**Where the registers sit**

(3 px per µm)
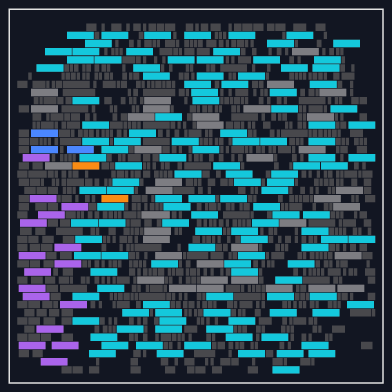
**Clock wiring as the flow saved it**

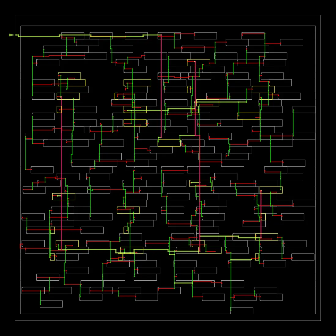
File: config.mk
export PLATFORM = sky130hd
export DESIGN_NAME = field_op_sched
export DESIGN_NICKNAME = d
export VERILOG_FILES = /design/src/rtl/field_op_sched_pkg.sv /design/src/rtl/field_op_fifo.sv /design/src/rtl/field_op_sched.sv
export SDC_FILE = /design/constraint.sdc
export NUM_CORES = 1
export LEC_CHECK = 0
export ABC_AREA = 1
export CAP_MARGIN = 20
export CORE_MARGIN = 2
export CORE_UTILIZATION = 60
export CTS_CLUSTER_SIZE = 12
export DETAILED_ROUTE_END_ITERATION = 12
export PLACE_DENSITY = 0.85
export SETUP_SLACK_MARGIN = 0.1
export SKIP_CTS_REPAIR_TIMING = 1
export SLEW_MARGIN = 5
export SYNTH_ARGS = -nofsm -noshare
export SYNTH_HDL_FRONTEND = slang
export SYNTH_SLANG_ARGS = --single-unit
export TNS_END_PERCENT = 1
File: constraint.sdc
create_clock -name clk -period 3.3 [get_ports clk]
set_input_delay 0.66 -clock clk [delete_from_list [all_inputs] [get_ports clk]]
set_output_delay 0.66 -clock clk [all_outputs]
set_load 0.03 [all_outputs]
File: src/rtl/field_op_sched_pkg.sv
// Shared types and helpers for the field arithmetic operation scheduler.
// Also supplies the default operand width `F_NBITS when no field definition header set it.
`ifndef F_NBITS
`define F_NBITS 16
`endif

package field_op_sched_pkg;

  typedef enum logic [1:0] {
    ST_IDLE = 2'd0,
    ST_FIRE = 2'd1,
    ST_WAIT = 2'd2,
    ST_HOLD = 2'd3
  } state_e;

  // Occupancy counter must represent 0..depth inclusive.
  function automatic int fifo_cnt_w(input int depth);
    return $clog2(depth + 1);
  endfunction

endpackage

File: src/rtl/field_op_fifo.sv
// Operand-pair FIFO: power-of-2 depth, synchronous push/pop, async active-low reset.
// Push while full and pop while empty are ignored.
module field_op_fifo
  import field_op_sched_pkg::*;
#(
  parameter  int DEPTH = 4,
  parameter  int WIDTH = 32,
  localparam int CW    = fifo_cnt_w(DEPTH),
  localparam int AW    = (DEPTH > 1) ? $clog2(DEPTH) : 1
) (
  input  logic             clk,
  input  logic             rstb,
  input  logic             push_i,
  input  logic             pop_i,
  input  logic [WIDTH-1:0] wdata_i,
  output logic [WIDTH-1:0] rdata_o,
  output logic             full_o,
  output logic             empty_o,
  output logic [CW-1:0]    count_o
);

  logic [WIDTH-1:0] mem_q [DEPTH];
  logic [AW-1:0]    wr_ptr_q, rd_ptr_q;
  logic [CW-1:0]    count_q, count_d;
  logic             do_push, do_pop;

  assign full_o  = (count_q == CW'(DEPTH));
  assign empty_o = (count_q == '0);
  assign count_o = count_q;
  assign rdata_o = mem_q[rd_ptr_q];

  assign do_push = push_i && !full_o;
  assign do_pop  = pop_i && !empty_o;

  always_comb begin
    count_d = count_q;
    if (do_push && !do_pop) begin
      count_d = count_q + 1'b1;
    end else if (do_pop && !do_push) begin
      count_d = count_q - 1'b1;
    end
  end

  // Storage is cleared too so the head reads as zero straight out of reset.
  always_ff @(posedge clk or negedge rstb) begin
    if (!rstb) begin
      wr_ptr_q <= '0;
      rd_ptr_q <= '0;
      count_q  <= '0;
      for (int i = 0; i < DEPTH; i++) begin
        mem_q[i] <= '0;
      end
    end else begin
      count_q <= count_d;
      if (do_push) begin
        mem_q[wr_ptr_q] <= wdata_i;
        wr_ptr_q        <= wr_ptr_q + 1'b1;
      end
      if (do_pop) begin
        rd_ptr_q <= rd_ptr_q + 1'b1;
      end
    end
  end

endmodule

File: src/rtl/field_op_sched.sv
// Queues operand pairs and issues them one at a time to an edge-started field arithmetic unit.
// Optional watchdog on the unit's completion strobe: define FIELD_OP_SCHED_WDOG_EN.
//
// Handshakes: a transfer happens on a rising clk edge where valid and ready are both high;
// valid, once raised, holds its data stable until that edge; ready may change freely.
module field_op_sched
  import field_op_sched_pkg::*;
#(
  parameter int DEPTH    = 4,
  parameter int WDOG_CYC = 64
) (
  input  logic                clk,
  input  logic                rstb,
  input  logic                in_valid,
  output logic                in_ready,
  input  logic [`F_NBITS-1:0] in_a,
  input  logic [`F_NBITS-1:0] in_b,
  output logic                out_valid,
  input  logic                out_ready,
  output logic [`F_NBITS-1:0] out_c,
  output logic                ar_en,
  output logic [`F_NBITS-1:0] ar_a,
  output logic [`F_NBITS-1:0] ar_b,
  input  logic                ar_ready_pulse,
  input  logic [`F_NBITS-1:0] ar_c,
  output logic                busy,
  output logic                err,
  output logic [1:0]          dbg_state_o
);

  localparam int W  = `F_NBITS;
  localparam int CW = fifo_cnt_w(DEPTH);

  state_e         state_q, state_d;
  logic           out_valid_q, out_valid_d;
  logic [W-1:0]   out_c_q, out_c_d;
  logic [W-1:0]   ar_a_q, ar_a_d, ar_b_q, ar_b_d;
  logic [W-1:0]   head_a, head_b;
  logic [2*W-1:0] fifo_rdata;
  logic           fifo_push, fifo_pop, fifo_full, fifo_empty;
  logic [CW-1:0]  fifo_count;
  logic           wdog_expired;

  assign in_ready  = (fifo_count < CW'(DEPTH));
  assign fifo_push = in_valid && !fifo_full;
  assign fifo_pop  = (state_q == ST_FIRE);

  field_op_fifo #(
    .DEPTH (DEPTH),
    .WIDTH (2 * W)
  ) u_fifo (
    .clk     (clk),
    .rstb    (rstb),
    .push_i  (fifo_push),
    .pop_i   (fifo_pop),
    .wdata_i ({in_a, in_b}),
    .rdata_o (fifo_rdata),
    .full_o  (fifo_full),
    .empty_o (fifo_empty),
    .count_o (fifo_count)
  );

  assign {head_a, head_b} = fifo_rdata;

  always_comb begin
    state_d     = state_q;
    out_valid_d = out_valid_q;
    out_c_d     = out_c_q;
    ar_a_d      = ar_a_q;
    ar_b_d      = ar_b_q;
    case (state_q)
      ST_IDLE: begin
        if (!fifo_empty && (!out_valid_q || out_ready)) state_d = ST_FIRE;
      end
      ST_FIRE: state_d = ST_WAIT;
      ST_WAIT: begin
        if (ar_ready_pulse) begin
          out_c_d     = ar_c;
          out_valid_d = 1'b1;
          state_d     = ST_HOLD;
        end else if (wdog_expired) begin
          state_d = ST_IDLE;
        end
      end
      ST_HOLD: begin
        if (out_ready) begin
          out_valid_d = 1'b0;
          state_d     = fifo_empty ? ST_IDLE : ST_FIRE;
        end
      end
      default: state_d = ST_IDLE;
    endcase
    // Operands freeze on FIRE entry so the unit sees them stable for the whole op.
    if (state_d == ST_FIRE && state_q != ST_FIRE) begin
      ar_a_d = head_a;
      ar_b_d = head_b;
    end
  end

  always_ff @(posedge clk or negedge rstb) begin
    if (!rstb) begin
      state_q     <= ST_IDLE;
      out_valid_q <= 1'b0;
      out_c_q     <= '0;
      ar_a_q      <= '0;
      ar_b_q      <= '0;
    end else begin
      state_q     <= state_d;
      out_valid_q <= out_valid_d;
      out_c_q     <= out_c_d;
      ar_a_q      <= ar_a_d;
      ar_b_q      <= ar_b_d;
    end
  end

`ifdef FIELD_OP_SCHED_WDOG_EN
  localparam int WDW = $clog2(WDOG_CYC + 1);
  logic [WDW-1:0] wdog_q;
  logic           err_q;

  // Expires on the last of WDOG_CYC consecutive WAIT cycles without a strobe.
  assign wdog_expired = (wdog_q == WDW'(WDOG_CYC - 1));

  always_ff @(posedge clk or negedge rstb) begin
    if (!rstb) begin
      wdog_q <= '0;
      err_q  <= 1'b0;
    end else begin
      if (state_q == ST_WAIT && !ar_ready_pulse) begin
        wdog_q <= wdog_q + 1'b1;
        if (wdog_expired) err_q <= 1'b1;
      end else begin
        wdog_q <= '0;
      end
    end
  end

  assign err = err_q;
`else
  assign wdog_expired = 1'b0;
  // WDOG_CYC has no effect in this build.
  assign err = 1'b0 & (WDOG_CYC > 0);
`endif

  assign ar_en       = (state_q == ST_FIRE);
  assign ar_a        = (state_q == ST_IDLE || state_q == ST_FIRE) ? head_a : ar_a_q;
  assign ar_b        = (state_q == ST_IDLE || state_q == ST_FIRE) ? head_b : ar_b_q;
  assign out_valid   = out_valid_q;
  assign out_c       = out_c_q;
  assign busy        = !fifo_empty || (state_q != ST_IDLE) || out_valid_q;
  assign dbg_state_o = state_q;

endmodule

==> impl_metrics.json <==
{
  "hold_viol": 0,
  "htreeDepth": 4,
  "clk_path_buf_depth": 2,
  "fp_util": 0.618,
  "numPortBuffers": 106,
  "via_per_inst": 5.58,
  "numCtsBuffers": 17,
  "r2r_start": "dbg_state_o[1]",
  "flop_cell": "dfrtp_1",
  "p_per_area_mw_per_mm2": 1140,
  "clk_pin_slew_ps": 60,
  "rsz0062_at_grt": "no",
  "clk_root_buffer_cell": "clkbuf_16",
  "seq_cell_power_mw": 4.05,
  "maxCapViolCount": 0,
  "fp_nets": 1053,
  "crit_start": "u_fifo.rd_ptr_q[0]",
  "vias": 7078,
  "top_power_group": "combinational cells",
  "postSynth.asyncResetShare": 1.00,
  "status": "completed",
  "path_class": "register to output port",
  "wl_per_cell_um": 15.9,
  "antennaDiodeCount": 0,
  "worstReg2RegEnd": "ar_a_q[6]",
  "grt_first_pass_wirelength_mm": 33.2,
  "grt_pass1_vias": 6860,
  "fillCellCount": 1014,
  "fin_nets": 1135,
  "drive_above_1_share": 0.126,
  "combAreaFraction": 0.327,
  "mi_logic_area_mm2": 0.00336,
  "dominant_cells": "flip-flops and latches",
  "numSynthFlops": 186,
  "cts_num_sinks": 186,
  "ys_cells": 994,
  "cts_tree": "yes",
  "syn_avg_cell_area_um2": 8.70,
  "nNonClkBuffers": 125,
  "rrSetupSlack_ps": 1090,
  "drc": 0,
  "firstDrtPassIters": 8,
  "synth_cells": 994,
  "track_usage": 0.280,
  "tool_warnings": 29,
  "powerClk_mw": 1.98,
  "setup_viol": 0,
  "ys_types": 25,
  "antenna_left": 0,
  "drt_iter0_markers": 662,
  "pin_count": 108,
  "core-area_mm2": 0.0140,
  "vdd_drop_max_v": 0.000909,
  "drt_wl_total_mm": 20.2,
  "nNonClkInverters": 75,
  "p_leak_nw": 5.03,
  "tapCellCount": 180,
  "design.seq.count": 186,
  "p_int_mw": 6.53,
  "buf_share": 0.115,
  "crit_end": "ar_b[15]",
  "synth-edff-count": 0,
  "tightest_slew_ps": 764,
  "fmax_ghz": 0.325,
  "most_common_cell": "nand2_1",
  "clock_area_frac": 0.0547,
  "p_sw_mw": 5.20,
  "power_frac_seq": 0.346,
  "fin_tns_setup_ps": 0,
  "area_growth_pct": 18.7,
  "dieHeight_um": 124,
  "grt_max_degree": 82,
  "seq-cell-share": 0.453,
  "num-multi-input-gates": 671,
  "yosysTopAreaCell": "dfrtp_1",
  "antenna_found_initial": 0,
  "period_minus_slack_ps": 3080,
  "end_kind": "output port",
  "rr_worst_depth": 5,
  "yosysWarnings": 0,
  "hold_class": "input port to asynchronous set/reset pin",
  "ys_seq_frac": 0.538,
  "fin_crit_sh": 0.932,
  "num_rows": 43,
  "crit_arrival_ps": 2420,
  "dp_hpwl_mm": 12.6,
  "timing.hold.ws_ps": 258,
  "dieWidth_um": 124,
  "switching_share": 0.443,
  "regArea_mm2": 0.00466,
  "top_cell_area_share": 0.538,
  "p_comb_mw": 5.70,
  "drv_slew": 0,
  "gp_congestion": 0.793,
  "startpoint_type": "register",
  "netlist_top_cells_count": "270 x nand2_1, 186 x dfrtp_1, 162 x o21ai_0",
  "clock_buffers": 22,
  "critPathRequiredTime_ps": 2640,
  "clkPwrFrac": 0.169,
  "syn_area_mm2": 0.00865,
  "fp.dieArea_mm2": 0.0154,
  "p_comb_frac": 0.486,
  "cp_max_fo": 17,
  "slew_headroom": 0.491,
  "area_leaders": "dfrtp_1 54%, nand2_1 12%, o21ai_0 9.4%",
  "yosys_area_mm2": 0.00865,
  "grt-ovfl-total": 0
}
Back to the opening pictures, 'where the registers sit':
Blue stands for u_fifo.count_o, sequential cells 3. Cyan stands for u_fifo.mem_q, sequential cells 128, where widely spread. Purple stands for out_c, sequential cells 16. Orange stands for dbg_state_o, sequential cells 2.
Another 37 sequential cells are not colored.

Back to the opening pictures, 'clock wiring as the flow saved it':
Late-Pin Clk Latency: 430 ps
Fin Clk Skew: 5.99 ps

-- metrics by stage --
stage | cells | area (µm²) | total power, mW | utilization | setup slack (ps)
floorplan | 994 | 8650 | 7.96 | - | 892
global placement | 1237 | 9710 | 9.47 | 0.694 | 652
detailed placement | 1237 | 9710 | 9.71 | 0.694 | 538
CTS | 1268 | 10300 | 11.7 | 0.734 | 130
global route | 1268 | 10300 | 12.5 | 0.734 | 144
finish | 1268 | 10300 | 11.7 | 0.734 | 224
-- routing by layer --
metal  track usage  vias up  share of wire
met5             0        -              0
met4        0.0885        0          0.017
met3        0.0563       28          0.067
met2         0.463      249           0.49
met1         0.374     3419           0.43
li1              -     3382              -
-- logic make-up after synthesis --
family                     count (synthesis)  synth area share
AOI/OAI and AO/OA                        228             0.163
xor gates and xnor gates                   4           0.00405
adders and majority gates                  6           0.00955
buffers and inverters                    137            0.0739
DFF                                      186             0.538
muxes                                     17            0.0221
other                                      1          0.000434
and+or+nand+nor                          415             0.189
-- critical path: stages (launching register included) --
cell	delay, ps
dfrtp_1	510
inv_4	240
nor2_1	80
nor2_1	90
o21ai_0	120
a31oi_1	230
clkdlybuf4s50_1	720
-- sequential cells by signal, summed over array words and instances, names as in the netlist --
register         count
u_fifo.mem_q       128
ar_a_q              16
ar_b_q              16
out_c               16
u_fifo.count_o       3
dbg_state_o          2
u_fifo.rd_ptr_q      2
u_fifo.wr_ptr_q      2
out_valid            1
-- cells in the final DEF, fill, tap and decap left out, types with 17 or more instances in the layout --
cell type,synthesis,layout
nor2_1,103,103
nand2_1,270,270
clkbuf_16,0,17
clkdlybuf4s50_1,0,75
inv_1,72,72
a31oi_1,32,32
o21ai_0,162,162
mux2_2,17,17
dfrtp_1,186,185
nand3_1,34,34
o211ai_2,29,29
buf_4,13,45
Power figures rest on the tool's default switching activity, not on a simulated workload.
